run_1/clocks.png
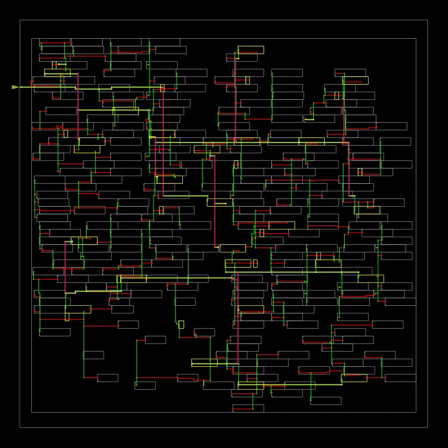
run_1/sizes.png
Drawn at 2 px/um.
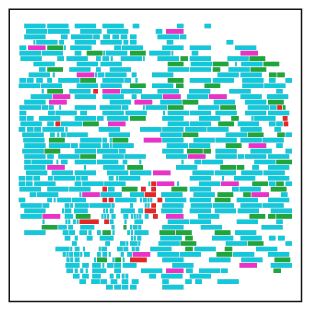
run_1/placement_by_type.png
Drawn at 3 px/um.
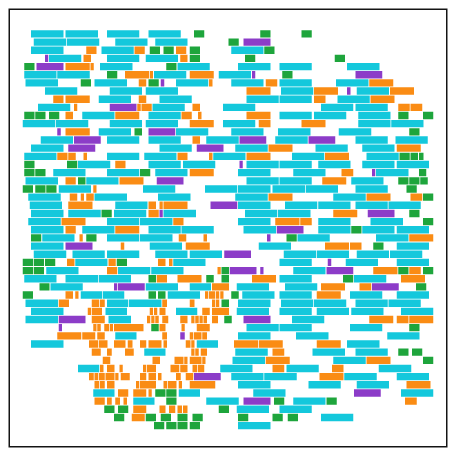
==> config.mk <==
export PLATFORM = sky130hd
export DESIGN_NAME = fc_stream_host
export DESIGN_NICKNAME = d
export VERILOG_FILES = /design/src/rtl/fc_stream_host.sv
export SDC_FILE = /design/constraint.sdc
export NUM_CORES = 1
export LEC_CHECK = 0
export CORE_MARGIN = 4
export CORE_UTILIZATION = 50
export DETAILED_ROUTE_END_ITERATION = 7
export PLACE_DENSITY = 0.71
export SLEW_MARGIN = 20
export SYNTH_ARGS = -nofsm -noshare
export SYNTH_HDL_FRONTEND = slang
export SYNTH_SLANG_ARGS = --single-unit
==> constraint.sdc <==
create_clock -name clk -period 5.46 [get_ports clk]
set_clock_uncertainty 0.2 [all_clocks]
set_input_delay 1.092 -clock clk [delete_from_list [all_inputs] [get_ports clk]]
set_output_delay 1.092 -clock clk [all_outputs]
set_load 0.03 [all_outputs]
==> qor.csv, run 1 <==
stage,metric,value,unit
critical_path,crit_top_cell,clkdlybuf4s50_1,
synthesis,avgSynthCellArea,19.56,um2
drt,post_drt_wl_per_cell,21.89,um
floorplanning,fp_util,0.5162,
synthesis,ys_cells,482,
placement,gp_congestion,0.7630,
final_layout,final_cell_mix,"edfxtp_1, clkdlybuf4s50_1, mux4_2",
global_routing,grt.overflow.total,0,
drt,drc_errors,0,
placement,dp_worst_setup_slack,0.9150,ns
synthesis,async_reset_ff_frac,0,
drt,ant_nets,0,
critical_path,slowest_delay,0.60,ns
critical_path,worstPathCellList,clkdlybuf4s50_1 -> buf_4 -> mux4_2 -> mux2_2 -> clkdlybuf4s50_1,
synthesis,syn_area,9430,um2
synthesis,yosys_area,9430,um2
sta,setup_tns,0,ns
flow_run,warnings,29,
floorplanning,die_area,21120,um2
critical_path,regToRegSetupSlack,2.32,ns
critical_path,path_delay_family,buffers and inverters,
critical_path,critPathLaunchType,primary input,
synthesis,syn-num-nets,534,
placement,io_buffers,81,
drt,first_iter_violations,288,
synthesis,syn-instance-count,482,
floorplanning,die_h,145.3,um
critical_path,cp.required,4.17,ns
min_path,min_path_type,reg -> reg,
synthesis,area_leaders,"edfxtp_1, mux4_2, dfxtp_1",
sta,slew_violations,0,
drt,vias_per_cell,5.817,
sta,slew_headroom,0.3377,
synthesis,synth_flops,238,
synthesis,postSynthSeqShare,0.7430,
sta,hold_viol_final,0,
final_layout,largest_reg_flops,128,
critical_path,path_class,in -> out,
critical_path,critPathMaxFanout,32,
synthesis,ys_types,47,
global_routing,grt_max_degree,33,
flow_run,drv_cap,0,
clock_network,cts_tree,built,
sta,period_used_share,0.8280,
global_routing,antenna_found_initial,0,
global_routing,grt_pass1_wl,28.40,mm
drt,via_count,4776,
global_routing,grt_pass1_vias,5134,
critical_path,reg2reg_depth,5,
synthesis,synth_top_cell_by_area,edfxtp_1,
final_layout,drive_above_1_share,0.1926,
critical_path,slowest_stage,clkdlybuf4s50_1,
run_status,outcome,finished clean,
global_routing,gr-usage-all-layers,0.1693,
drt,drt_pre_antenna_iters,4,
synthesis,synthFlopType,edfxtp_1,
sta,layout_min_cycle_time,4.521,ns
clock_network,cts-root-buf,clkbuf_16,
critical_path,cp_num_cells,5,
sta,worst_slew_pin_slew,0.9903,ns
floorplanning,io-pin-count,82,
pwr,ir_worst_vdd,284.2,uV
critical_path,path_buffers,3,
placement,hpwl,10.80,mm
final_layout,lay_top_count,edfxtp_1,
synthesis,yosysWarnings,0,
Notes on clocks.png above:
Seq Cell Count: 238
clk_lat worst skew: 0.50 ns
CTS Sinks: 238
Clk power: 1.44 mW

Notes on sizes.png above:
- green: _2 cells (cells 70; share 12%)
- cyan: _0 and _1 cells (cells 478; share 81%)
- magenta: _6 and larger (cells 25; share 4.2%)
- red: _3 and _4 cells (cells 19; share 3.2%)
Final WS setup: 0.9394 ns
area growth from synthesis to layout: 18.96%
Design Area, Final: 11220 um2
Buffers, non-clock: 96

Notes on placement_by_type.png above:
- green: remaining buffers and delay cells (cells 96)
- purple: clock drivers and dummy loads (cells 39)
- cyan: sequential cells (cells 238)
- orange: combinational and other logic (cells 219)
Layout Utilization: 0.6140
sequential fraction of total cell area: 0.6247
FP Rows: 49
core box area: 18270 um2

run 1: synthesized netlist by cell type (all sizes together) (4+ instances only):
| cell type | n |
|---|---|
| nand2 | 6 |
| o21ai | 5 |
| mux2i | 18 |
| nor2 | 41 |
| ha | 6 |
| a21oi | 8 |
| buf | 16 |
| a211oi | 19 |
| clkbuf | 9 |
| mux2 | 16 |
| dfxtp | 14 |
| edfxtp | 224 |
| nor3 | 4 |
| mux4 | 48 |
| inv | 7 |
run 1: per-layer routing:
| metal | share of wire | track usage | vias up |
|---|---|---|---|
| met5 | 0 | 0 | - |
| met4 | 0.015 | 0.04036 | 0 |
| met3 | 0.057 | 0.03301 | 27 |
| met2 | 0.53 | 0.3050 | 125 |
| met1 | 0.40 | 0.2134 | 2469 |
| li1 | - | - | 2155 |
run 1: stage by stage:
step / power [mW] / util / hold WS [ns] / instances / instance area [um2]
after global placement: 2.543 / 0.5768 / 0.3098 / 782 / 10540
after CTS: 3.986 / 0.6140 / 0.3282 / 821 / 11220
after detailed placement: 2.560 / 0.5768 / 0.3184 / 782 / 10540
final: 3.954 / 0.6140 / 0.3267 / 821 / 11220
after global routing: 4.104 / 0.6140 / 0.3414 / 821 / 11220
after floorplan: 2.406 / - / 0.2921 / 482 / 9430
run 1: power by group:
part | internal [mW] | total, mW | switching [mW]
clock network | 0.821 | 1.44 | 0.615
registers | 2.04 | 2.06 | 0.0196
logic | 0.194 | 0.461 | 0.268
run 1: tightest hold or removal path: cells and delay by family (launching register included):
kind	cells	cell delay [ns]
DFF	1	0.33
buffers and inverters	1	0.09
AOI/OAI and AO/OA	1	0.06
run 1: cell type report:
| cell class | instances | area [um2] |
|---|---|---|
| repair buffers | 96 | 918.4 |
| well taps | 229 | 286.5 |
| multi-input cells | 212 | 2300 |
| fillers | 1276 | 7052 |
| flip-flops and latches | 238 | 7008 |
| clock inverters | 10 | 38.79 |
| inverters | 7 | 26.28 |
| clock buffers | 29 | 640.6 |
run 1: kinds of logic (layout without fill, tap and decap cells):
group           after synthesis  count (layout)  synth area share
fa+ha+maj                     6               6          0.007961
buf+inv                      32             142           0.01552
flops                       238             238            0.7430
compound gates               45              45           0.03689
simple gates                 78              78           0.04285
mux                          82              82            0.1528
xor+xnor                      1               1         0.0009289
==> run 2: changes to the inputs <==
- clock period: 5.46 -> 4.2 ns (I/O delays scaled with it)
==> run 2 against run 1 <==
Against the previous run: sequential power is about 30% higher; count of clock-buffer cells in the layout is 2 higher; combinational power is 31% higher; worst setup slack worse by 0.60 ns; critical path type is now reg -> out; largest power group unchanged.
==> qor.csv, run 2 <==
stage,metric,value,unit,change
synthesis,async_reset_ff_frac,0,,unchanged
synthesis,yosys_area,9430,um2,unchanged
sta,layout_min_cycle_time,3.865,ns,
synthesis,syn-instance-count,482,,unchanged
sta,worst_slew_pin_slew,0.8230,ns,-0.1672 ns
drt,post_drt_wl_per_cell,21.50,um,-1.8%
floorplanning,core,18270,um2,unchanged
floorplanning,io-pin-count,82,,unchanged
critical_path,regToRegSetupSlack,1.45,ns,-0.87 ns
critical_path,cp.required,3.16,ns,-1.01 ns
global_routing,grt.overflow.total,0,,unchanged
global_routing,grt_max_degree,33,,unchanged
final_layout,largest_reg_flops,128,,unchanged
critical_path,slowest_stage,clkdlybuf4s50_1,,
global_routing,antenna_found_initial,0,,unchanged
synthesis,ys_types,47,,unchanged
pwr,ir_worst_vdd,350.3,uV,+23%
drt,wl_met1,7.354,mm,+2.0%
synthesis,area_leaders,"edfxtp_1, mux4_2, dfxtp_1",,
critical_path,critPathLaunchType,flip-flop,,
drt,first_iter_violations,239,,-17%
min_path,min_path_type,reg -> reg,,
drt,highest_layer,met4,,
sta,period_used_share,0.9202,,
critical_path,slowest_delay,0.77,ns,+0.17 ns
synthesis,avgSynthCellArea,19.56,um2,unchanged
floorplanning,die_area,21120,um2,unchanged
flow_run,drv_cap,0,,unchanged
synthesis,common_cells,"edfxtp_1, mux4_2, nor2_1, a211oi_1, mux2i_1",,
final_layout,lay_top_count,edfxtp_1,,
floorplanning,die_h,145.3,um,unchanged
flow_run,warnings,29,,unchanged
clock_network,cts-root-buf,clkbuf_16,,
drt,vias_per_cell,5.649,,-2.9%
drt,wl_met3,916,um,-11%
sta,slew_violations,0,,unchanged
drt,ant_nets,0,,unchanged
drt,wl_met2,9.440,mm,-0.27%
critical_path,reg2reg_depth,6,,+1
synthesis,syn_area,9430,um2,unchanged
run_status,outcome,finished clean,,
placement,gp_congestion,0.7438,,-2.5%
final_layout,final_cell_mix,"edfxtp_1, clkdlybuf4s50_1, mux4_2",,
synthesis,postSynthSeqShare,0.7430,,unchanged
synthesis,synthFlopType,edfxtp_1,,
floorplanning,fp_util,0.5162,,unchanged
final_layout,drive_above_1_share,0.2380,,+0.04545
clock_network,cts.sinks,238,,unchanged
global_routing,grt_pass1_vias,5058,,-1.5%
synthesis,synth_flops,238,,unchanged
synthesis,ys_cells,482,,unchanged
drt,drt_pre_antenna_iters,4,,unchanged
sta,hold_viol_final,0,,unchanged
global_routing,gr-usage-all-layers,0.1684,,-0.0009789
critical_path,critPathMaxFanout,12,,-63%
placement,io_buffers,81,,unchanged
synthesis,yosysWarnings,0,,unchanged
clock_network,clk_latency,0.50,ns,about the same
placement,hpwl,10.84,mm,+0.35%
synthesis,synth_top_cell_by_count,edfxtp_1,,
critical_path,worstPathCellList,mux4_2 -> nor2_1 -> a211oi_1 -> clkdlybuf4s50_1,,
run 2: cell count changes in the layout (fill, tap and decap cells not counted), sizes merged:
cell,before,now
clkdlybuf4s50,80,74
bufinv,0,6
buf,16,30
clkinv,10,4
clkbuf,29,31
clkinvlp,0,2
inv,7,8
run 2: kinds of logic after synthesis:
logic type / Yosys count / share of synthesized area
buffers and inverters: 32 / 0.01552
XOR/XNOR: 1 / 0.0009289
adder cells (fa/ha/maj): 6 / 0.007961
AND-OR/OR-AND: 45 / 0.03689
multiplexers: 82 / 0.1528
AND/OR/NAND/NOR: 78 / 0.04285
flip-flops: 238 / 0.7430
run 2: cell type report:
| cell class | count | area (um2) |
|---|---|---|
| clock buffer | 31 | 688.2 |
| clock inverter | 13 | 227.7 |
| inverter | 7 | 26.28 |
| sequential | 238 | 7008 |
| fill | 1282 | 6758 |
| tap | 229 | 286.5 |
| multi-input combinational | 212 | 2287 |
| timing repair buffer | 104 | 988.4 |
run 2: metal layers:
| metal | vias to the layer above | track usage |
|---|---|---|
| li1 | 2175 | - |
| met1 | 2406 | 0.2203 |
| met2 | 109 | 0.2989 |
| met3 | 21 | 0.03021 |
| met4 | 0 | 0.03514 |
| met5 | - | 0 |
run 2: worst max-delay path: cells and delay by family, from the launching register on:
family	cells	cell delay (ns)
flops	1	0.72
compound gates	1	0.46
buf+inv	1	0.77
mux	1	0.33
simple gates	1	0.04
run 2: report_power, final:
group | leakage (nW) | total, mW | switching, mW | internal [mW]
Sequential | 2.13 | 2.67 | 0.0247 | 2.65
Clock | 0.445 | 2.39 | 0.860 | 1.53
Combinational | 1.14 | 0.606 | 0.350 | 0.256
run 2: per-stage QoR:
stage	worst slack [ns]	total power, mW	instances	hold slack (ns)	util
6_report	0.3351	5.667	834	0.3433	0.6301
5_1_grt	0.1698	5.863	834	0.3700	0.6301
4_1_cts	0.2660	5.726	834	0.3437	0.6301
3_5_place_dp	0.3392	3.334	790	0.3342	0.5800
3_3_place_gp	0.3770	3.313	790	0.3064	0.5800
2_1_floorplan	0.9458	3.128	482	0.2921	-
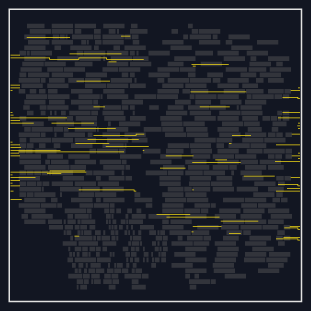
run_2/layer_met3.png
Drawn at 2 px/um. Cells faint in the background.
- wire length on this layer: 916 um
- nets with wire on the layer: 64
- main direction: horizontal
- longest straight run: 52.4 um
- share of all routed wire: 5.1%
GR Util met3: 0.03021
routed wire length: 17.93 mm
routed via count: 4711

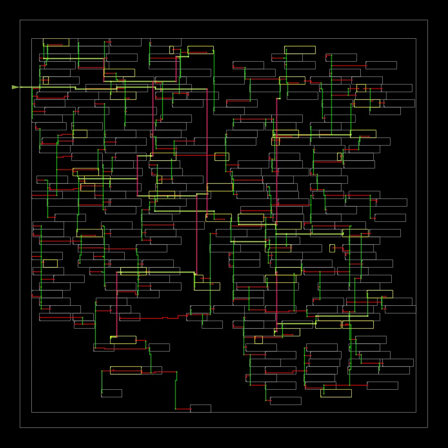
run_2/clocks.png
Clk power: 2.39 mW
Num CTS Buffers: 24
clock buf count: 31

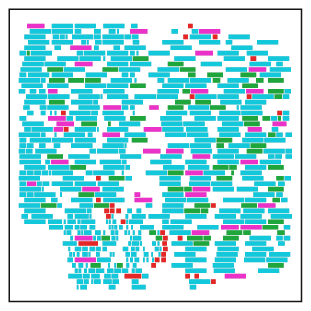
run_2/sizes.png
Drawn at 2 px/um.
- green: _2 cells (cells 74; share 12%)
- red: _3 and _4 cells (cells 32; share 5.3%)
- cyan: _0 and _1 cells (cells 461; share 76%)
- magenta: _6 and larger (cells 38; share 6.3%)
Design Area, Final: 11510 um2
Buffers, non-clock: 104
Final WS setup: 0.3351 ns
area growth from synthesis to layout: 22.08%

No activity file was given, so power comes from the tool's default toggle rates.
